Run 1, wiring by layer:
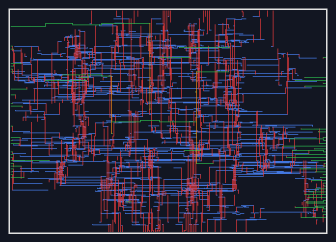
Run 1, selected gate families:
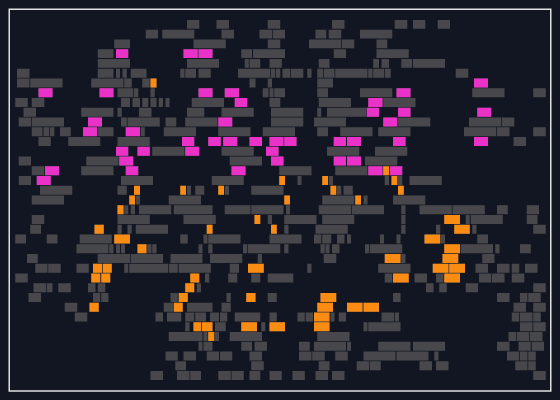
Run 1, the clock network:
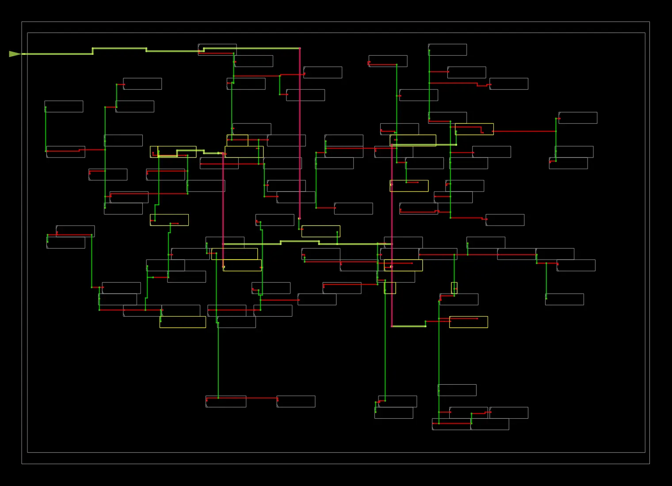
`src/rtl/l3_cache_ctrl.sv`:
```
// Voxel world cache controller: loads the world from a UART byte stream, then applies
// 3-byte update packets and arbitrates two read requesters onto one cache port.
module l3_cache_ctrl #(
    parameter int LENGTH     = 64,
    parameter int WIDTH      = 64,
    parameter int HEIGHT     = 16,
    parameter int RD_LATENCY = 2,
    localparam int XW = $clog2(LENGTH),
    localparam int YW = $clog2(WIDTH),
    localparam int ZW = $clog2(HEIGHT),
    localparam int AW = XW + YW + ZW
) (
    input  logic          clk_in,
    input  logic          rst_in,
    input  logic [7:0]    uart_data_in,
    input  logic          uart_valid_in,
    input  logic [1:0]    rd_req_in,
    input  logic [XW-1:0] rd0_x_in,
    input  logic [YW-1:0] rd0_y_in,
    input  logic [ZW-1:0] rd0_z_in,
    input  logic [XW-1:0] rd1_x_in,
    input  logic [YW-1:0] rd1_y_in,
    input  logic [ZW-1:0] rd1_z_in,
    output logic [1:0]    rd_grant_out,
    output logic [1:0]    rd_valid_out,
    output logic [7:0]    rd_data_out,
    output logic [AW-1:0] cache_addr_out,
    output logic [7:0]    cache_wdata_out,
    output logic          cache_we_out,
    output logic          cache_re_out,
    input  logic [7:0]    cache_rdata_in,
    output logic          initialized_out,
    output logic [AW-1:0] fill_count_out
);

    typedef enum logic [1:0] {S_FILL, S_UPD_HI, S_UPD_LO, S_UPD_DATA} state_t;

    state_t        r_state, w_state_nxt;
    logic [AW-1:0] r_fill_cnt, w_fill_nxt;
    logic [AW-1:0] r_upd_addr, w_upd_nxt;
    logic          r_wr_pend, w_wr_set;
    logic [AW-1:0] r_wr_addr, w_wr_addr_nxt;
    logic [7:0]    r_wr_data, w_wr_data_nxt;
    logic          r_init;
    logic          r_last;
    logic [AW-1:0] r_addr_hold;
    logic [RD_LATENCY-1:0][1:0] r_tag;

    logic          w_rd_ok;
    logic [1:0]    w_grant;
    logic [AW-1:0] w_rd_addr;
    logic [AW-1:0] w_addr;

    always_ff @(posedge clk_in or posedge rst_in) begin
        if (rst_in) begin
            r_state <= S_FILL;
        end else begin
            r_state <= w_state_nxt;
        end
    end

    // The final load byte moves the FSM on as its write issues, so a byte arriving
    // right behind it is already treated as the start of an update packet.
    always_comb begin
        w_state_nxt   = r_state;
        w_fill_nxt    = r_fill_cnt;
        w_upd_nxt     = r_upd_addr;
        w_wr_set      = 1'b0;
        w_wr_addr_nxt = r_wr_addr;
        w_wr_data_nxt = r_wr_data;
        if (uart_valid_in) begin
            case (r_state)
                S_FILL: begin
                    w_wr_set      = 1'b1;
                    w_wr_addr_nxt = r_fill_cnt;
                    w_wr_data_nxt = uart_data_in;
                    w_fill_nxt    = r_fill_cnt + AW'(1);
                    if (&r_fill_cnt) w_state_nxt = S_UPD_HI;
                end
                S_UPD_HI: begin
                    w_upd_nxt   = (AW'(uart_data_in) << 8) | (r_upd_addr & AW'(8'hFF));
                    w_state_nxt = S_UPD_LO;
                end
                S_UPD_LO: begin
                    w_upd_nxt[7:0] = uart_data_in;
                    w_state_nxt    = S_UPD_DATA;
                end
                S_UPD_DATA: begin
                    w_wr_set      = 1'b1;
                    w_wr_addr_nxt = r_upd_addr;
                    w_wr_data_nxt = uart_data_in;
                    w_state_nxt   = S_UPD_HI;
                end
                default: w_state_nxt = S_FILL;
            endcase
        end
    end

    always_ff @(posedge clk_in or posedge rst_in) begin
        if (rst_in) begin
            r_fill_cnt <= '0;
            r_upd_addr <= '0;
            r_wr_pend  <= 1'b0;
            r_wr_addr  <= '0;
            r_wr_data  <= '0;
            r_init     <= 1'b0;
        end else begin
            r_fill_cnt <= w_fill_nxt;
            r_upd_addr <= w_upd_nxt;
            r_wr_pend  <= w_wr_set;
            r_wr_addr  <= w_wr_addr_nxt;
            r_wr_data  <= w_wr_data_nxt;
            // Only the last load write can reach the top address before init.
            r_init     <= r_init | (r_wr_pend & (&r_wr_addr));
        end
    end

    assign w_rd_ok = r_init & ~r_wr_pend;

    always_comb begin
        w_grant = 2'b00;
        if (w_rd_ok) begin
            case (rd_req_in)
                2'b01:   w_grant = 2'b01;
                2'b10:   w_grant = 2'b10;
                2'b11:   w_grant = r_last ? 2'b01 : 2'b10;
                default: w_grant = 2'b00;
            endcase
        end
    end

    assign w_rd_addr = w_grant[1] ? {rd1_z_in, rd1_y_in, rd1_x_in}
                                  : {rd0_z_in, rd0_y_in, rd0_x_in};
    assign w_addr    = r_wr_pend  ? r_wr_addr
                     : |w_grant   ? w_rd_addr
                     :              r_addr_hold;

    always_ff @(posedge clk_in or posedge rst_in) begin
        if (rst_in) begin
            r_last      <= 1'b1;
            r_addr_hold <= '0;
            r_tag       <= '0;
        end else begin
            if (|w_grant) r_last <= w_grant[1];
            r_addr_hold <= w_addr;
            r_tag[0]    <= w_grant;
            for (int i = 1; i < RD_LATENCY; i++) r_tag[i] <= r_tag[i-1];
        end
    end

    assign rd_grant_out    = w_grant;
    assign rd_valid_out    = r_tag[RD_LATENCY-1];
    assign rd_data_out     = |rd_valid_out ? cache_rdata_in : 8'h00;
    assign cache_addr_out  = w_addr;
    assign cache_wdata_out = r_wr_data;
    assign cache_we_out    = r_wr_pend;
    assign cache_re_out    = |w_grant;
    assign initialized_out = r_init;
    assign fill_count_out  = r_fill_cnt;

endmodule

```
`config.mk`:
```
export PLATFORM = sky130hd
export DESIGN_NAME = l3_cache_ctrl
export DESIGN_NICKNAME = d
export VERILOG_FILES = /design/src/rtl/l3_cache_ctrl.sv
export SDC_FILE = /design/constraint.sdc
export NUM_CORES = 1
export LEC_CHECK = 0
export CAP_MARGIN = 40
export CORE_ASPECT_RATIO = 0.7
export CORE_UTILIZATION = 25
export CTS_CLUSTER_DIAMETER = 60
export DETAILED_ROUTE_END_ITERATION = 6
export GPL_ROUTABILITY_DRIVEN = 1
export PLACE_DENSITY = 0.46
export SLEW_MARGIN = 25
export SYNTH_ARGS = -nofsm -noshare
export SYNTH_HDL_FRONTEND = slang
export SYNTH_SLANG_ARGS = --single-unit
```
`constraint.sdc`:
```
create_clock -name clk_in -period 2.6 [get_ports clk_in]
set_input_delay 0.26 -clock clk_in [delete_from_list [all_inputs] [get_ports clk_in]]
set_output_delay 0.26 -clock clk_in [all_outputs]
set_load 0.02 [all_outputs]
```
==> out/qor.yml, run 1 <==
sh_comb_area: 0.303
final_area_um2: 5580
ys_async_sr_fraction: 1.00
grt_most_used_layer: "met2"
pre_cts_slack_ps: -62.7
drt-total-wl_um: 10500
met3WireLength_um: 575
rows: 37
final-setup-viol-count: 0
clockBufferDepth: 2
internal_power_mw: 3.58
htree_levels: 3
synth.avg_cell_area_um2: 11.3
p_comb_frac: 0.359
num-nonclk-inverters: 8
gr-total-overflow: 0
drtIter0Drc: 107
postSynthCellCount: 341
die_h_um: 106
viasPerCell: 4.48
synthAoiAreaFrac: 0.115
critPathMaxStageDelay_ps: 460
track_usage: 0.139
post-cts-setup-buffers: 0
grtUsageMet3: 0.0330
r2r-start: "r_state[0]"
dr.max_layer_used: "met4"
synth_warnings: 0
total_leakage_power_nw: 2.43
use_met2: 0.203
postRouteAntennaNets: 0
power_mw: 5.44
place_inst: 641
crit_start: "cache_we_out"
drt_pass1_iterations: 4
layout.cells.most_common: "clkdlybuf4s50_1"
ff_count: 81
final_cells: 657
grt_max_degree: 41
comb_cells: 232
status: "finished, final reports clean"
nClkBuffers: 11
place.gp.congestion: 0.750
synthMuxAreaShare: 0.120
slew_violations: 0
tightest_slew_ps: 757
ys_cells: 341
critPathKind: "flop to output pin"
ys_sh_xor: 0.0340
dpl.hpwl_um: 8080
synth_area_um2: 3860
layout.filler_cells: 1495
tap_cells: 195
crit_end: "cache_addr_out[13]"
sw_frac_of_total: 0.343
logic_family: "simple AND/OR/NAND/NOR gates"
tns_ps: 0
ys_area_um2: 3860
fin_crit_sh: 0.954
power_density_nw_per_um2: 975
p_switching_mw: 1.87
slew_headroom: 0.495
root_buffer: "clkbuf_16"
grtUsageMet1: 0.201
warning_count: 31
clockPowerShare: 0.271
drive_above_1_share: 0.175
hold_class: "primary input to async pin"
hold_slack_ps: 284
ys_types: 39
clkCellAreaFrac: 0.0619
comb-power_mw: 1.95
coreArea_um2: 14900
final_core_util: 0.374
top_cell_area_share: 0.518
fp_nets: 400
maxCapViolations: 0
grt_pass1_wl_um: 16700
clk_pin_slew_ps: 60
rr_worst_depth: 6
io_pins: 108
crit_buf_inv: 3
final-hold-violation-count: 0
worstPathRequired_ps: 2340
seqPwrFrac: 0.371
ys_seq_frac: 0.525
worst_setup_path_end_kind: "output pin"
sh_seq_area: 0.364
grt_antenna_before_repair: 0
grt_pass1_vias: 3078
n_all_buffers: 125
## Picture notes: 'wiring by layer'
| color | layer | wire length |
|---|---|---|
| red | M2 | 4,360 um |
| green | M3 | 575 um |
| orange | M4 | 112 um |
| blue | M1 | 5,410 um |

## Picture notes: 'selected gate families'
| color | family | cells | most used |
|---|---|---|---|
| orange | aoi and oai cells | 52 | o31ai_2 |
| magenta | mux cells | 43 | mux2_2 |

## Picture notes: 'the clock network'
clk pwr: 1.47 mW
clk latency late pin: 330 ps
TritonCTS Buffers: 9
CTS sink count: 81

## Run 2: what changed since run 1
--- a/config.mk
+++ b/config.mk
@@ -5,8 +5,10 @@
 export SDC_FILE = /design/constraint.sdc
 export NUM_CORES = 1
 export LEC_CHECK = 0
+export ABC_AREA = 1
 export CAP_MARGIN = 40
 export CORE_ASPECT_RATIO = 0.7
+export CORE_MARGIN = 2
 export CORE_UTILIZATION = 25
 export CTS_CLUSTER_DIAMETER = 60
 export DETAILED_ROUTE_END_ITERATION = 6
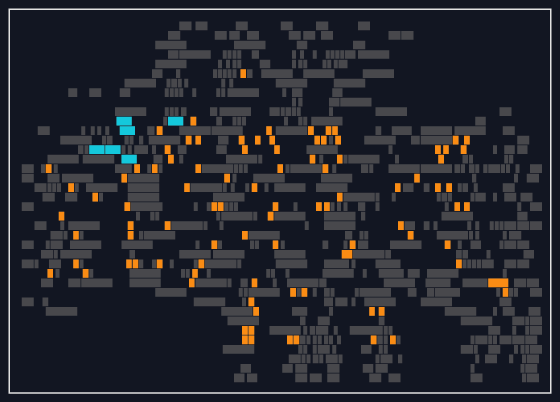
Run 2: selected gate families
| color | family | cells | most used |
|---|---|---|---|
| cyan | fa/ha/maj cells | 6 | ha_1 |
| orange | aoi and oai cells | 93 | o21ai_0 |

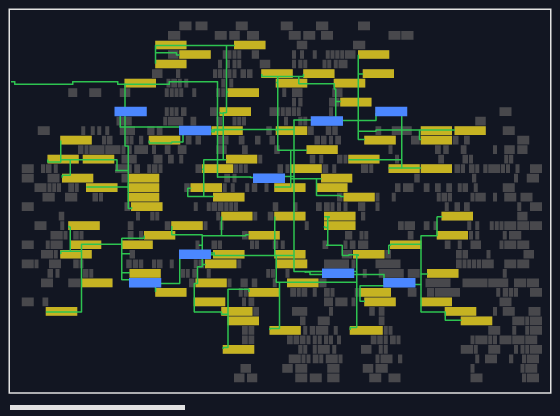
Run 2: clock network drawn from the DEF
Bar = 50 um.
[blue] clock-net drivers | count: 9
[green] clock wires | length: 1,110 um
[yellow] flip-flops | count: 81
routed clock nets: 10

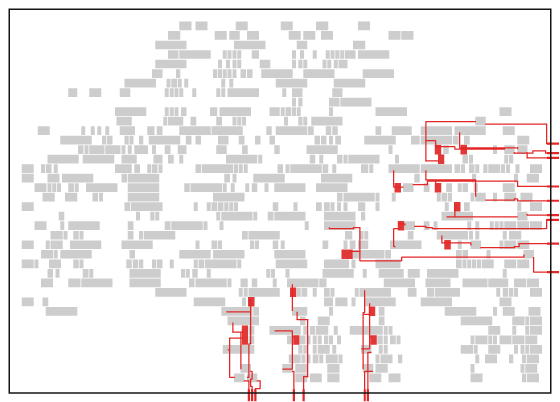
Run 2: wires at chosen ports, followed through buffers
| color | port | bits | direction | edge | end cells | buffers | wire |
|---|---|---|---|---|---|---|---|
| red | cache_addr_out | 16 | output | 9 right, 7 bottom | 16 | 16 | 602 um |

==> run 2 against run 1 <==
Count of clock-buffer cells in the layout did not move. Worst hold slack better by 33 ps. Largest power group unchanged. Combinational power decreased by 64%. Flip-flop count is the same. Via count increased by 16%. Area after synthesis increased by 2.5%. Global-route usage fell by 0.23 points. Final cell count is 22% higher. Core utilization is 1.7 points lower. Wire length up 5.9%. Critical path type unchanged.
==> out/qor.yml, run 2 <==
ys_async_sr_fraction: 1.00
comb-power_uw: 702
slew_violations: 0
sh_comb_area: 0.280
use_met2: 0.189
final_area_um2: 5540
synth.avg_cell_area_um2: 8.11
status: "finished, final reports clean"
synth_area_leader_cell: "dfrtp_1"
maxCapViolations: 0
nClkBuffers: 11
grt_pass1_wl_um: 17800
ys_types: 30
ys_sh_xor: 0.0288
clkLatencyLatePin_ps: 330
grtUsageMet1: 0.205
buffer_area_frac: 0.213
crit_start: "cache_we_out"
sw_frac_of_total: 0.293
met3WireLength_um: 769
crit_buf_inv: 6
place.gp.congestion: 0.782
htree_levels: 3
postRouteAntennaNets: 0
logic_family: "simple AND/OR/NAND/NOR gates"
final_cells: 802
synth_warnings: 0
total_leakage_power_nw: 2.66
ys_area_um2: 3960
synthMuxAreaShare: 0
ff_count: 81
num-nonclk-inverters: 67
power_density_nw_per_um2: 607
rsz0062_at_grt: "no"
post-route-min-period_ps: 2470
clk_pin_slew_ps: 60
worst_path_max_delay_cell: "dfrtp_1"
cts.sinks: 81
final_cell_mix: "118 x nand2_1, 91 x clkdlybuf4s50_1, 80 x dfrtp_1, 62 x inv_1, 58 x o21ai_0"
drt_pass1_iterations: 4
internal_power_mw: 2.38
ys_cells: 488
rows: 38
grt_antenna_before_repair: 0
dpl.hpwl_um: 8360
root_buffer: "clkbuf_16"
r2r-start: "r_state[0]"
die_h_um: 109
wire_per_inst_um: 13.8
rr_worst_depth: 4
critPathMaxStageDelay_ps: 440
final-hold-violation-count: 0
pre_cts_slack_ps: -63.4
track_usage: 0.136
fin_crit_sh: 0.952
coreArea_um2: 15500
drt-total-wl_um: 11100
worst_setup_path_end_kind: "output pin"
io_pins: 108
crit_end: "cache_addr_out[6]"
post-cts-setup-buffers: 0
layout.filler_cells: 1630
drtIter0Drc: 228
ff_type: "dfrtp_1"
hold_class: "primary input to async pin"
power_mw: 3.37
clockPowerShare: 0.337
p_switching_uw: 987
wl_met2_um: 4390
sh_seq_area: 0.366
tns_ps: 0
grt_max_degree: 41
p_comb_frac: 0.209
final_core_util: 0.358
clkCellAreaFrac: 0.0474
n_all_buffers: 117
viasPerCell: 4.25
warning_count: 30
slew_headroom: 0.568
place_inst: 787
drive_above_1_share: 0.0648
final-setup-viol-count: 0
fp_nets: 547
critPathKind: "flop to output pin"
synthAoiAreaFrac: 0.123
grt_most_used_layer: "met1"
cts_buffers: 9
worstPathRequired_ps: 2340
hold_slack_ps: 317
synth_area_um2: 3960
top_cell_area_share: 0.506
vdd_drop_max_mv: 0.309
grt_pass1_vias: 3348
postSynthCellCount: 488
power_clock_mw: 1.13
seqPwrFrac: 0.455
gr-total-overflow: 0
comb_cells: 322
dr.max_layer_used: "met4"
tightest_slew_ps: 648
tap_cells: 200
clockBufferDepth: 2
layout.cells.most_common: "nand2_1"
grtUsageMet3: 0.0449
## Run 3: what changed since run 2
--- a/config.mk
+++ b/config.mk
@@ -7,10 +7,10 @@
 export LEC_CHECK = 0
 export ABC_AREA = 1
 export CAP_MARGIN = 40
-export CORE_ASPECT_RATIO = 0.7
 export CORE_MARGIN = 2
 export CORE_UTILIZATION = 25
 export CTS_CLUSTER_DIAMETER = 60
+export CTS_CLUSTER_SIZE = 14
 export DETAILED_ROUTE_END_ITERATION = 6
 export GPL_ROUTABILITY_DRIVEN = 1
 export PLACE_DENSITY = 0.46
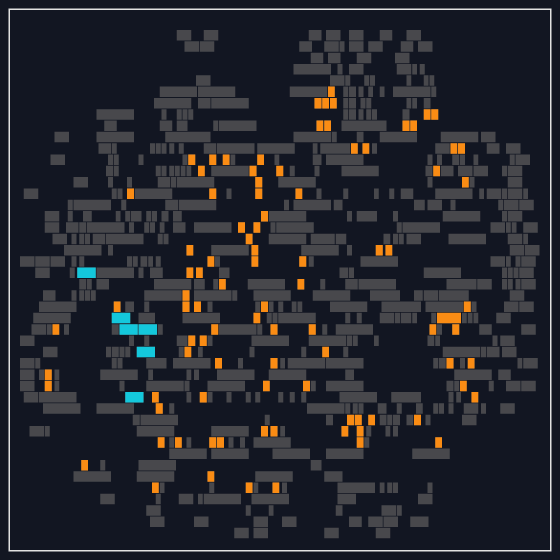
Run 3: selected gate families
| color | family | cells | most used |
|---|---|---|---|
| cyan | fa/ha/maj cells | 6 | ha_1 |
| orange | aoi and oai cells | 93 | o21ai_0 |

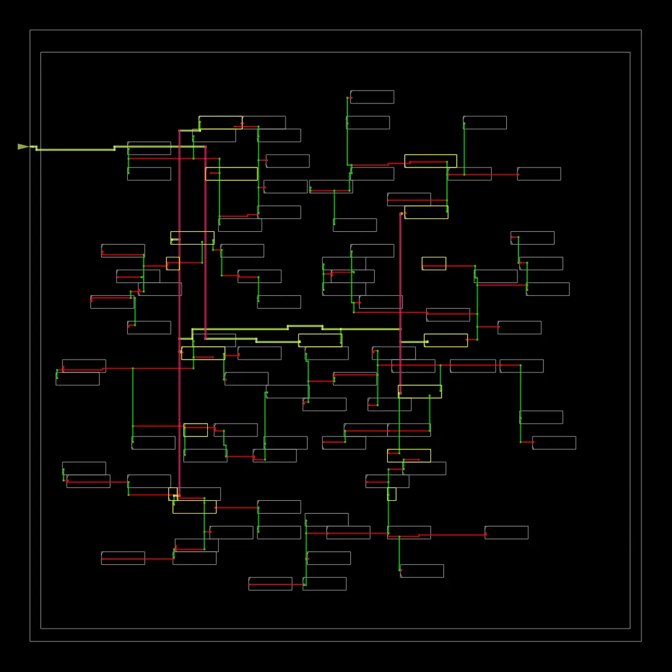
Run 3: the clock network
clkbuf count: 11
Worst Clk Skew: 6.70 ps
Seq Cell Count: 81

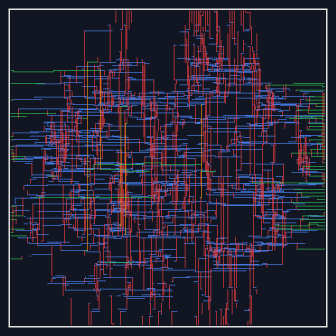
Run 3: wiring by layer
| color | layer | wire length |
|---|---|---|
| blue | M1 | 5,260 um |
| orange | M4 | 251 um |
| red | M2 | 5,070 um |
| green | M3 | 650 um |

==> run 3 against run 2 <==
Sequential share of layout area decreased by 0.47 points. Largest power group unchanged. Flip-flop count unchanged. Largest cell class unchanged. Final area increased by 1.3%. Clock skew increased by 2.6 ps. Critical endpoint is now cache_addr_out[7]. Maximum frequency increased by 3.0%. Worst hold slack got worse by 79 ps.
==> out/qor.yml, run 3 <==
clkCellAreaFrac: 0.0588
layout.filler_cells: 1629
met3WireLength_um: 649
wl_met2_um: 5070
htree_levels: 3
ys_sh_xor: 0.0288
ys_area_um2: 3960
post-route-min-period_ps: 2400
crit_path_start_kind: "flop"
viasPerCell: 4.25
final-setup-viol-count: 0
grtUsageMet3: 0.0308
clkLatencyLatePin_ps: 340
initial_core_util: 0.258
synthMuxAreaShare: 0
dr.max_layer_used: "met4"
final_cells: 814
tns_ps: 0
warning_count: 30
p_comb_frac: 0.193
critPathKind: "flop to output pin"
fin_crit_sh: 0.924
final_core_util: 0.367
drt-total-wl_um: 11200
drtIter0Drc: 127
power_mw: 3.63
maxCapViolations: 0
root_buffer: "clkbuf_16"
internal_power_mw: 2.61
comb_cells: 322
synth_area_um2: 3960
pre_cts_slack_ps: 44.8
tightest_slew_ps: 469
die_h_um: 130
grt_pass1_wl_um: 17700
ys_cells: 488
grt_antenna_before_repair: 0
hold_class: "primary input to async pin"
rsz0062_at_grt: "no"
postSynthCellCount: 488
crit_start: "cache_we_out"
clk_pin_slew_ps: 60
coreArea_um2: 15300
grt_pass1_vias: 3457
sh_comb_area: 0.276
wire_per_inst_um: 13.8
ff_type: "dfrtp_1"
num-nonclk-inverters: 67
gr-total-overflow: 0
power_density_nw_per_um2: 647
post-cts-setup-buffers: 0
rows: 45
synth_area_leader_cell: "dfrtp_1"
worst_path_max_delay_cell: "dfrtp_1"
layout.cells.most_common: "nand2_1"
sh_seq_area: 0.361
rr_worst_depth: 9
postRouteAntennaNets: 0
dpl.hpwl_um: 8540
clockPowerShare: 0.383
use_met2: 0.221
drive_above_1_share: 0.0663
comb-power_uw: 701
synth_warnings: 0
grtUsageMet1: 0.175
n_all_buffers: 117
drt_pass1_iterations: 4
synthAoiAreaFrac: 0.123
tap_cells: 211
place_inst: 798
io_pins: 108
slew_headroom: 0.687
ys_seq_frac: 0.512
critPathMaxStageDelay_ps: 440
buffer_area_frac: 0.209
ys_async_sr_fraction: 1.00
status: "finished, final reports clean"
cts.sinks: 81
synth.avg_cell_area_um2: 8.11
top_cell_area_share: 0.506
final-hold-violation-count: 0
fp_nets: 547
track_usage: 0.136
crit_buf_inv: 6
r2r-start: "r_state[1]"
grt_max_degree: 41
hold_slack_ps: 239
seqPwrFrac: 0.424
cts_buffers: 9
place.gp.congestion: 0.770
Power is estimated from default activity; no workload was simulated.
